## src/rtl/fifo_uart_tx.sv

```systemverilog
// UART transmitter that drains a FIFO through its empty/read handshake and sends
// each element as start + LSB-first data + stop, back-to-back when data is waiting.
module fifo_uart_tx #(
    parameter int CLKS_PER_BIT = 16,
    parameter int DATA_BITS    = 8,
    parameter int STOP_BITS    = 1
) (
    input  logic                 i_clk,
    input  logic                 i_rst,
    input  logic                 i_enable,
    input  logic                 i_fifo_empty,
    input  logic [DATA_BITS-1:0] i_fifo_data,
    output logic                 o_fifo_read,
    output logic                 o_tx,
    output logic                 o_busy,
    output logic                 o_frame_done
);

    localparam int CNT_W = $clog2(CLKS_PER_BIT);
    localparam int IDX_W = $clog2(DATA_BITS + 1);

    localparam logic [CNT_W-1:0] CNT_LAST  = CNT_W'(CLKS_PER_BIT - 1);
    localparam logic [IDX_W-1:0] DATA_LAST = IDX_W'(DATA_BITS - 1);
    localparam logic [IDX_W-1:0] STOP_LAST = IDX_W'(STOP_BITS - 1);

    typedef enum logic [1:0] {
        IDLE  = 2'd0,
        START = 2'd1,
        DATA  = 2'd2,
        STOP  = 2'd3
    } state_t;

    state_t                 state_reg, state_next;
    logic [CNT_W-1:0]       cnt_reg, cnt_next;
    logic [IDX_W-1:0]       idx_reg, idx_next;
    logic [DATA_BITS-1:0]   shift_reg, shift_next;
    logic                   tx_reg, tx_next;
    logic                   busy_reg, busy_next;

    logic bit_end;
    logic frame_end;
    logic pop;

    assign bit_end   = (cnt_reg == CNT_LAST);
    // Final cycle of the final stop bit: the only mid-frame point where a pop may occur.
    assign frame_end = (state_reg == STOP) && bit_end && (idx_reg == STOP_LAST);
    assign pop       = !i_rst && i_enable && !i_fifo_empty &&
                       ((state_reg == IDLE) || frame_end);

    always_ff @(posedge i_clk) begin
        if (i_rst) begin
            state_reg <= IDLE;
            cnt_reg   <= '0;
            idx_reg   <= '0;
            shift_reg <= '0;
            tx_reg    <= 1'b1;
            busy_reg  <= 1'b0;
        end else begin
            state_reg <= state_next;
            cnt_reg   <= cnt_next;
            idx_reg   <= idx_next;
            shift_reg <= shift_next;
            tx_reg    <= tx_next;
            busy_reg  <= busy_next;
        end
    end

    always_comb begin
        state_next = state_reg;
        cnt_next   = cnt_reg;
        idx_next   = idx_reg;
        shift_next = shift_reg;
        tx_next    = tx_reg;
        busy_next  = busy_reg;

        case (state_reg)
            IDLE: begin
                cnt_next  = '0;
                idx_next  = '0;
                tx_next   = 1'b1;
                busy_next = 1'b0;
            end
            START: begin
                cnt_next = cnt_reg + CNT_W'(1);
                if (bit_end) begin
                    cnt_next   = '0;
                    state_next = DATA;
                    tx_next    = shift_reg[0];
                end
            end
            DATA: begin
                cnt_next = cnt_reg + CNT_W'(1);
                if (bit_end) begin
                    cnt_next = '0;
                    if (idx_reg == DATA_LAST) begin
                        idx_next   = '0;
                        state_next = STOP;
                        tx_next    = 1'b1;
                    end else begin
                        idx_next   = idx_reg + IDX_W'(1);
                        shift_next = shift_reg >> 1;
                        tx_next    = shift_next[0];
                    end
                end
            end
            STOP: begin
                cnt_next = cnt_reg + CNT_W'(1);
                if (bit_end) begin
                    cnt_next = '0;
                    if (idx_reg == STOP_LAST) begin
                        idx_next   = '0;
                        state_next = IDLE;
                        tx_next    = 1'b1;
                        busy_next  = 1'b0;
                    end else begin
                        idx_next = idx_reg + IDX_W'(1);
                    end
                end
            end
            default: begin
                state_next = IDLE;
            end
        endcase

        // A pop overrides the frame-end return to IDLE so the next start bit follows at once.
        if (pop) begin
            state_next = START;
            cnt_next   = '0;
            idx_next   = '0;
            shift_next = i_fifo_data;
            tx_next    = 1'b0;
            busy_next  = 1'b1;
        end
    end

    assign o_fifo_read  = pop;
    assign o_tx         = tx_reg;
    assign o_busy       = busy_reg;
    assign o_frame_done = frame_end && !i_rst;

endmodule
```

## config.mk

```make
export PLATFORM = sky130hd
export DESIGN_NAME = fifo_uart_tx
export DESIGN_NICKNAME = d
export VERILOG_FILES = /design/src/rtl/fifo_uart_tx.sv
export SDC_FILE = /design/constraint.sdc
export NUM_CORES = 1
export LEC_CHECK = 0
export ABC_AREA = 0
export CORE_ASPECT_RATIO = 0.9
export CORE_MARGIN = 1
export CORE_UTILIZATION = 50
export DETAILED_ROUTE_END_ITERATION = 7
export PLACE_DENSITY = 0.74
export RECOVER_POWER = 100
export SYNTH_ARGS = -nofsm -noshare
export SYNTH_HDL_FRONTEND = slang
export SYNTH_SLANG_ARGS = --single-unit
```

## constraint.sdc

```tcl
create_clock -name i_clk -period 3.5 [get_ports i_clk]
set_clock_uncertainty 0.1 [all_clocks]
set_input_delay 0.35 -clock i_clk [delete_from_list [all_inputs] [get_ports i_clk]]
set_output_delay 0.35 -clock i_clk [all_outputs]
set_load 0.01 [all_outputs]
```

Fig. 1: close-up of the layout
Window x 26 to 51, y 22 to 47 um. Cells in gray, sequential cells in the stronger gray; small squares are vias.
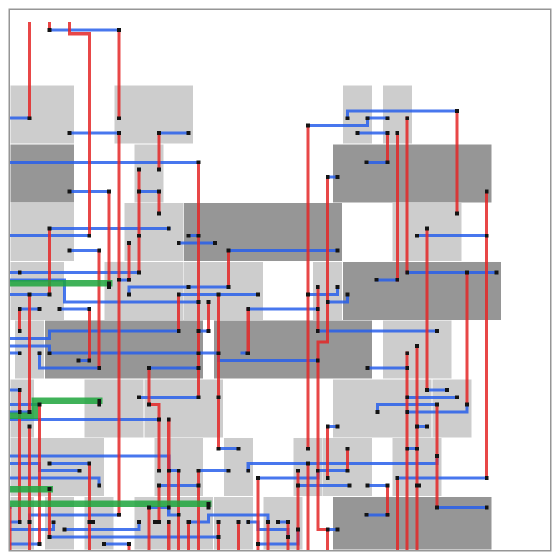
Green stands for met3. Red stands for met2. Blue stands for met1.
Sequential cells in the window: 6. Netlist names of flops here include cnt_reg (4), shift_reg (2). Most frequent: nor2_1 (6), dfxtp_1 (6). 36 logic cells have their middle in the window.

Fig. 2: sequential cells grouped by signal name
Scale: 10 px per um. Other sequential cells in the stronger gray, the rest of the logic in the fainter gray.
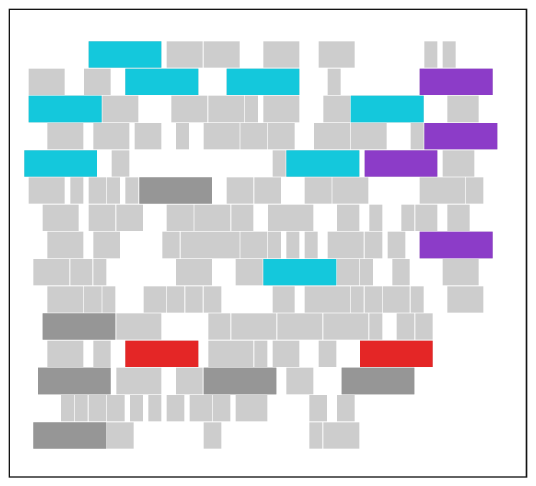
Purple stands for cnt_reg, flops 4. Red stands for state_reg, flops 2. Cyan stands for shift_reg, flops 8.

Fig. 3: track usage over the die
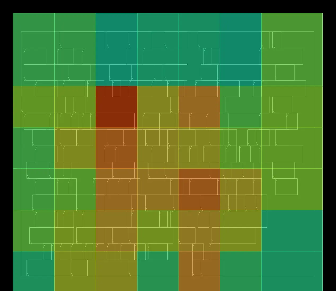
met1 GRT Util: 28.0%
routed length per instance: 13.2 um
met3 usage in global routing: 5.94%
GRT Total Usage: 21.0%
Core Util, Final: 64.3%

Fig. 4: M1 wires
Scale: 6 px per um.
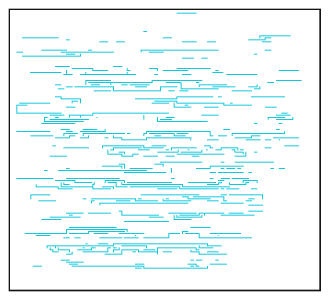
The layer carries 1,050 um of wire. The layer holds 49% of the routed length. The longest straight run is 15.6 um.

==> run_results.csv <==
group,metric,value,unit
cts,clockBufferDepth,2,
cts,cts_buffers,3,
flow_run,tool_warnings,32,
synthesis,synth-simple-area-share,20.5,%
cts,ctsHoldBuffers,0,
synthesis,synth_adder_area_share,10.2,%
synthesis,edf_count,0,
synthesis,xor_area_share,1.58,%
synthesis,synth_area,1110,um2
finish,final_cell_area,1280,um2
power_and_ir_drop,power_frac_seq,51.2,%
synthesis,mux_share,7.24,%
detailed_routing,antenna_left,0,
final_timing,fin_crit_sh,87.0,%
finish,final-comb-area,648,um2
finish,largest_reg_flops,8,
placed_design,port_buffers,15,
synthesis,yosys_area,1110,um2
finish,largest_class,"combinational gates",
global_routing,grt_max_degree,18,
global_routing,grt_overflow,0,
detailed_routing,dr.pass1.iters,4,
finish,buffer_area_share,11.7,%
finish,clk_share,1.76,%
final_timing,hold_viol,0,
synthesis,async_reset_ff_share,0,%
synthesis,synthesis.yosys.warnings,0,
cts,root_buffer,"clkbuf_4",
synthesis,avgSynthCellArea,8.92,um2
finish,regArea,400,um2
finish,final_nets,162,
final_timing,fin_tns_setup,0,ps
final_timing,setup_slack,456,ps
cts,postCtsSetupBuffers,0,
synthesis,yosysUniqueCellTypes,37,
global_routing,antenna_found_initial,0,
finish,n_all_inverters,7,
final_timing,fmax,328,MHz
critical_path,cp.arrival,2590,ps
critical_path,critPathKind,"reg2out",
synthesis,yosysSeqAreaShare,36.2,%
critical_path,crit_path_start_kind,"flip-flop",
final_timing,period_needed,3040,ps
power_and_ir_drop,p_int,0.349,mW
power_and_ir_drop,combPwrFrac,27.6,%
synthesis,logic_family,"simple AND/OR/NAND/NOR gates",
cts,cts_sinks,20,
power_and_ir_drop,swShare,31.4,%
critical_path,crit_fanout,17,
synthesis,area_leaders,"dfxtp_1 (36%), ha_1 (10%), mux2i_1 (7.2%), a211oi_1 (6.1%), a21oi_1 (5.4%)",
final_timing,slew-limit-headroom,62.5,%
cts,cts_resized,0,
hold_path,holdCritPathClass,"reg2reg",
detailed_routing,vias_per_cell,5.72,
critical_path,critPathCaptureType,"output port",
power_and_ir_drop,power.share.clock,21.2,%
cts,clk_latency,290,ps
cts,cts_tree,"built",
detailed_routing,drc,0,
synthesis,aoi_share,20.1,%
synthesis,yosys.area.top_type_share,36.2,%
synthesis,synthCells,124,
synthesis,common_cells,"dfxtp_1 (20), nor2_1 (16), a21oi_1 (12)",
placed_design,dpl_cell_area,1270,um2
final_timing,worst_pin_slew,563,ps
status,outcome,"finished, final reports clean",
die,taps,25,
die,die_area,2400,um2
finish,seq_area_share,31.3,%
die,rows,15,
final_timing,timing.final.max_slew_violations,0,
cts,cts.htree.levels,1,
synthesis,fp_nets,145,
[power groups by stage]
stage	Sequential, mW	Clock [mW]	Combinational (mW)
global placement	0.266	0	0.138
global route	0.264	0.119	0.157
finish	0.261	0.108	0.140
detailed placement	0.266	0	0.141
floorplan	0.265	0	0.0942
CTS	0.261	0.111	0.142
[routing by layer]
metal	global-route usage [%]	up-vias	share of wire, %	wire, um
met5	0	-	0	0
met4	3.24	0	0.37	8
met3	5.94	2	6.5	140
met2	34.3	28	44	957
met1	28.0	428	49	1050
li1	-	480	-	-
[final timing paths]
| path | cells past startpoint | end | start | slack, ps |
|---|---|---|---|---|
| hold / removal | 2 | o_busy | o_busy | 360 |
| hold reg to reg | 2 | o_busy | o_busy | 360 |
| setup / recovery | 7 | o_fifo_read | idx_reg[0] | 460 |
| setup reg to reg | 8 | state_reg[0] | idx_reg[0] | 1090 |
[metrics by stage]
step / std cells / power, mW / hold slack [ps]
after floorplan: 124 / 0.359 / 318
after global placement: 161 / 0.403 / 337
after detailed placement: 161 / 0.407 / 351
after CTS: 164 / 0.514 / 370
after global routing: 164 / 0.540 / 384
final: 164 / 0.509 / 363
[critical path, cell delays in order (launching register included)]
cell and delay, ps:
dfxtp_1 370, inv_1 70, ha_1 140, or3b_1 450, nor3_1 400, o21ai_4 210
inv_2 130, clkdlybuf4s50_1 540
[cell usage in the layout (no fill, tap or decap), drive strengths merged, types with 7 or more instances in the layout]
cell	count
a211oi	9
a21oi	12
clkdlybuf4s50	12
dfxtp	20
ha	9
inv	7
mux2i	8
nor2	16
o21ai	7
[logic make-up (layout without fill, tap and decap cells)]
family	after synthesis	in the layout
AND-OR/OR-AND	34	34
XOR/XNOR	2	2
adder cells (fa/ha/maj)	9	9
buffers and inverters	10	25
flip-flops	20	20
multiplexers	8	8
AND/OR/NAND/NOR	41	41
Power is estimated from default activity; no workload was simulated.
